<file path="src/rtl/conv2d_pkg.sv">
// Shared types, constants and helpers for the streaming 3x3 convolver.
package conv2d_pkg;

  localparam int KIDX_W = 4;
  localparam int KTAPS  = 9;

  // Row-major 1/16 Gaussian loaded into both kernel banks on reset.
  localparam int GAUSS_DEFAULT [KTAPS] = '{1, 2, 1, 2, 4, 2, 1, 2, 1};

  // Kernel at the default 8-bit coefficient width.
  typedef logic signed [7:0] kernel_t [KTAPS];

  function automatic int sum_w(input int data_w, input int coef_w);
    return data_w + coef_w + 4;
  endfunction

  // With sat set, clamp v into a signed w-bit range; otherwise leave it for the caller to truncate.
  function automatic longint resize_out(input longint v, input int w, input bit sat);
    longint hi;
    longint lo;
    hi = (longint'(1) <<< (w - 1)) - 1;
    lo = -hi - 1;
    if (sat && v > hi) return hi;
    if (sat && v < lo) return lo;
    return v;
  endfunction

endpackage

</file>
<file path="src/rtl/conv2d_line_buffer.sv">
// One-row circular delay: dout is the sample written DEPTH shifts earlier.
module conv2d_line_buffer #(
  parameter int DEPTH  = 8,
  parameter int DATA_W = 8
) (
  input  logic              clk,
  input  logic              reset,
  input  logic              shift_en,
  input  logic [DATA_W-1:0] din,
  output logic [DATA_W-1:0] dout
);
  localparam int PW = $clog2(DEPTH);

  logic [DATA_W-1:0] mem [DEPTH];
  logic [PW-1:0]     ptr;

  assign dout = mem[ptr];

  always_ff @(posedge clk) begin
    if (reset)         ptr <= '0;
    else if (shift_en) ptr <= (ptr == PW'(DEPTH - 1)) ? '0 : ptr + 1'b1;
  end

  // Contents are not cleared; the row counter decides when they are meaningful.
  always_ff @(posedge clk) begin
    if (shift_en) mem[ptr] <= din;
  end

endmodule

</file>
<file path="src/rtl/conv2d_stream.sv">
// Streaming 3x3 convolver: raster pixels in, one result per interior pixel out.
// Build option CONV2D_SATURATE_EN clamps the result to OUT_W; otherwise it wraps.
module conv2d_stream
  import conv2d_pkg::*;
#(
  parameter int IMG_W     = 8,
  parameter int IMG_H     = 8,
  parameter int DATA_W    = 8,
  parameter int COEF_W    = 8,
  parameter int FRAC_BITS = 4,
  parameter int OUT_W     = 16
) (
  input  logic              clk,
  input  logic              reset,
  input  logic              in_valid,
  output logic              in_ready,
  input  logic [DATA_W-1:0] in_data,
  input  logic              k_we,
  input  logic [KIDX_W-1:0] k_addr,
  input  logic [COEF_W-1:0] k_data,
  output logic              out_valid,
  input  logic              out_ready,
  output logic [OUT_W-1:0]  out_data,
  output logic              out_last,
  output logic              busy
);
  localparam int PW     = DATA_W + COEF_W;
  localparam int SUM_W  = sum_w(DATA_W, COEF_W);
  localparam int CW     = $clog2(IMG_W);
  localparam int RW     = $clog2(IMG_H);
  localparam int STAGES = 3;
`ifdef CONV2D_SATURATE_EN
  localparam bit SAT_EN = 1'b1;
`else
  localparam bit SAT_EN = 1'b0;
`endif

  logic                     adv, accept, frame_start, win_ok, win_last;
  logic [STAGES:0]          vld_pipe, last_pipe;
  logic [CW-1:0]            col;
  logic [RW-1:0]            row;
  logic signed [COEF_W-1:0] k_shadow [KTAPS];
  logic signed [COEF_W-1:0] k_act    [KTAPS];
  logic [DATA_W-1:0]        lb_in    [2];
  logic [DATA_W-1:0]        lb_out   [2];
  logic signed [DATA_W-1:0] win      [KTAPS];
  logic signed [PW-1:0]     prod     [KTAPS];
  logic signed [SUM_W-1:0]  acc, sum_q, shifted;
  logic [OUT_W-1:0]         out_d, out_q;
  logic                     busy_q;

  // The whole pipeline moves in lockstep whenever the output slot can take a result.
  assign adv         = !vld_pipe[STAGES] || out_ready;
  assign in_ready    = adv && !reset;
  assign accept      = in_valid && in_ready;
  assign frame_start = accept && col == '0 && row == '0;
  assign win_ok      = row >= RW'(2) && col >= CW'(2);
  assign win_last    = row == RW'(IMG_H - 1) && col == CW'(IMG_W - 1);

  always_ff @(posedge clk) begin
    if (reset) begin
      col <= '0;
      row <= '0;
    end else if (accept) begin
      if (col == CW'(IMG_W - 1)) begin
        col <= '0;
        row <= (row == RW'(IMG_H - 1)) ? '0 : row + 1'b1;
      end else begin
        col <= col + 1'b1;
      end
    end
  end

  // Active bank is only refreshed at frame start, so a frame sees one kernel throughout.
  always_ff @(posedge clk) begin
    if (reset) begin
      for (int i = 0; i < KTAPS; i++) begin
        k_shadow[i] <= COEF_W'(GAUSS_DEFAULT[i]);
        k_act[i]    <= COEF_W'(GAUSS_DEFAULT[i]);
      end
    end else begin
      if (k_we && k_addr < KIDX_W'(KTAPS)) k_shadow[k_addr] <= k_data;
      if (frame_start) k_act <= k_shadow;
    end
  end

  for (genvar g = 0; g < 2; g++) begin : g_lb
    if (g == 0) begin : g_head
      assign lb_in[g] = in_data;
    end else begin : g_tail
      assign lb_in[g] = lb_out[g-1];
    end
    conv2d_line_buffer #(.DEPTH(IMG_W), .DATA_W(DATA_W)) u_lb (
      .clk      (clk),
      .reset    (reset),
      .shift_en (accept),
      .din      (lb_in[g]),
      .dout     (lb_out[g])
    );
  end

  // Window taps row-major; the new column is {two rows up, one row up, current}.
  always_ff @(posedge clk) begin
    if (accept) begin
      for (int r = 0; r < 3; r++) begin
        win[r*3]   <= win[r*3+1];
        win[r*3+1] <= win[r*3+2];
      end
      win[2] <= lb_out[1];
      win[5] <= lb_out[0];
      win[8] <= in_data;
    end
  end

  always_comb begin
    acc = '0;
    for (int i = 0; i < KTAPS; i++)
      acc = acc + {{(SUM_W-PW){prod[i][PW-1]}}, prod[i]};
  end

  assign shifted = sum_q >>> FRAC_BITS;
  assign out_d   = OUT_W'(resize_out(longint'(shifted), OUT_W, SAT_EN));

  always_ff @(posedge clk) begin
    if (adv) begin
      for (int i = 0; i < KTAPS; i++) prod[i] <= PW'(win[i]) * PW'(k_act[i]);
      sum_q <= acc;
    end
  end

  always_ff @(posedge clk) begin
    if (reset) begin
      vld_pipe  <= '0;
      last_pipe <= '0;
      out_q     <= '0;
    end else if (adv) begin
      vld_pipe  <= {vld_pipe[STAGES-1:0], accept && win_ok};
      last_pipe <= {last_pipe[STAGES-1:0], accept && win_ok && win_last};
      out_q     <= out_d;
    end
  end

  // A new frame's first pixel may land on the same edge the previous last result leaves.
  always_ff @(posedge clk) begin
    if (reset)                                          busy_q <= 1'b0;
    else if (accept)                                    busy_q <= 1'b1;
    else if (vld_pipe[STAGES] && out_ready && last_pipe[STAGES]) busy_q <= 1'b0;
  end

  assign out_valid = vld_pipe[STAGES] && !reset;
  assign out_last  = last_pipe[STAGES] && !reset;
  assign out_data  = reset ? '0 : out_q;
  assign busy      = busy_q && !reset;

endmodule

</file>
<file path="config.mk">
export PLATFORM = sky130hd
export DESIGN_NAME = conv2d_stream
export DESIGN_NICKNAME = d
export VERILOG_FILES = /design/src/rtl/conv2d_pkg.sv /design/src/rtl/conv2d_line_buffer.sv /design/src/rtl/conv2d_stream.sv
export SDC_FILE = /design/constraint.sdc
export NUM_CORES = 2
export LEC_CHECK = 0
export ABC_AREA = 0
export CORE_MARGIN = 4
export CORE_UTILIZATION = 50
export DETAILED_ROUTE_END_ITERATION = 6
export GPL_TIMING_DRIVEN = 0
export PLACE_DENSITY_LB_ADDON = 0.2
export SLEW_MARGIN = 20
export SYNTH_ARGS = -nofsm -noshare
export SYNTH_HDL_FRONTEND = slang
export SYNTH_SLANG_ARGS = --single-unit
</file>
<file path="constraint.sdc">
create_clock -name clk -period 5 [get_ports clk]
set_input_delay 0.5 -clock clk [delete_from_list [all_inputs] [get_ports clk]]
set_output_delay 0.5 -clock clk [all_outputs]
set_load 0.05 [all_outputs]
</file>
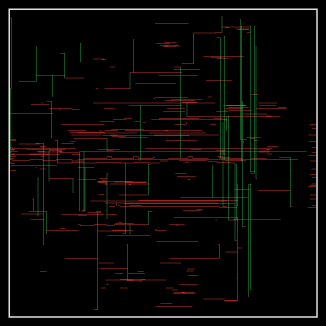
*Wiring by layer*
Scale: 1 px per um. Two of the layers only.
- met3: red (wire length 5970 um)
- met4: green (wire length 3040 um)
vias post-DR: 27600
final wirelength: 98.9 mm
post-DR wirelength/cell: 18.2 um
all-layer global routing usage: 21.8%

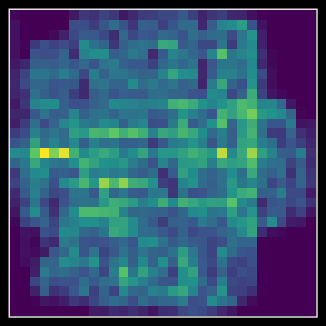
*Signal metal coverage by tile*
Scale: 1 px per um. The die is cut into 31 by 31 equal tiles; dark purple is low, yellow is high, scaled to the fullest tile. Values are wire area over tile area, all layers added.
- fullest tile: 0.57
- mean over tiles: 0.17
- tiles over half the peak: 14%

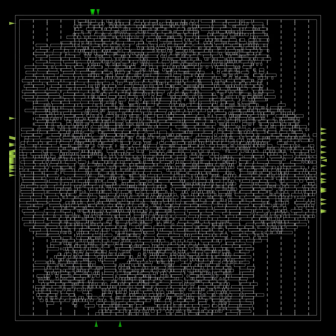
*Placed standard cells*
Seq area share: 29.8%
Tap Cells: 1165

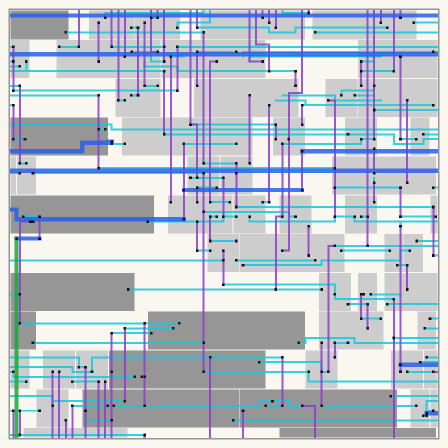
*Zoomed window*
Window x 138 to 168, y 138 to 168 um. Cells in grey, sequential cells in the stronger grey; small squares are vias.
- met3: blue
- met2: purple
- met1: cyan
- met4: green
- sequential cells in the window: 8
- most frequent: and2_1 (16), fa_1 (10)
- netlist names of flops here include: win (6), k_act (2)
- cells with their middle in the window: 48

==> impl_metrics.tcl <==
# metrics dict for downstream scripts
set metrics [dict create \
    drive_gt1_share_pct 5.66 \
    gp_congestion 0.850 \
    fmax_ghz 0.209 \
    log.warning_count 32 \
    setup_ws_ps 224 \
    root_buffer "clkbuf_16" \
    dieArea_um2 93800 \
    lay_top_count "inv_1" \
    r2r_cells 12 \
    avgSynthCellArea_um2 10.9 \
    final.period_utilization_pct 95.5 \
    period_minus_slack_ps 4780 \
    ys_sh_mux_pct 3.38 \
    edf_count 360 \
    via_per_inst 5.09 \
    use_met1_pct 30.6 \
    n_antenna_cell 3 \
    rsz0062_at_grt "no" \
    whs_ps 363 \
    dpl-instance-area_um2 46500 \
    core_area_um2 88400 \
    status "completed" \
    ir_drop_uv 647 \
    netlist_instances 4085 \
    clock_area_share_pct 4.47 \
    die_w_um 306 \
    async_reset_ff_share_pct 0 \
    buffers_excl_clock 119 \
    ant_nets 0 \
    cts_tree "done" \
    use_met3_pct 4.50 \
    fin_util_pct 55.3 \
    instances_no_fill 5428 \
    hold_viol 0 \
    ys_cells 4085 \
    buf_share_pct 1.64 \
    cts_sinks 547 \
    maxCapViolCount 0 \
    reg2reg_from "win[0][23]" \
    crit_type "reg -> reg" \
    fp_nets 5007 \
    worstPathMaxFanout 9 \
    fin_worst_skew_ps 44.6 \
    clock_path_buffers 3 \
    synthAoiAreaFrac_pct 4.38 \
    finalMaxSlewViolations 0 \
    flop-count 547 \
    reg2reg_slack_ps 220 \
    dpl_worst_slack_ps -563 \
    ys_area_um2 44500 \
    grt_pass1_wl_mm 159 \
    post_cts_resized 5 \
    setup_viol 0 \
    top_layer "met5" \
    regArea_um2 14600 \
    post-cts-setup-buffer-count 0 \
    num_rows 109 \
    hold_depth 3 \
    synthTopCellsByCount "848 x inv_1, 609 x fa_1, 387 x and2_1, 360 x edfxtp_1, 356 x nand2_1" \
    startpoint "win[0][23]" \
]
[registers in the layout (all words and copies together) (netlist names), named ones only]
name,cells
g_lb.u_lb.mem,128
col,3
k_act,72
k_shadow,72
sum_q,16
prod,144
busy_q,1
row,3
out_q,16
vld_pipe,4
g_lb.u_lb.ptr,6
last_pipe,4
win,72
[power breakdown]
group          switching [mW]  leakage (nW)  internal [mW]
clock                    2.07          1.05           2.70
combinational            3.69          15.5           2.93
sequential              0.205          5.08           5.48
[worst max-delay path: stages, from the launching register on]
cell      delay [ps]
edfxtp_1         520
and2_1           290
fa_1             710
inv_1            130
fa_1             420
fa_1             540
inv_1             50
fa_1             430
ha_1             440
nand3_1          110
nor3b_1          310
nor3_1           110
xnor2_1          450
Power and IR drop assume default switching activity.
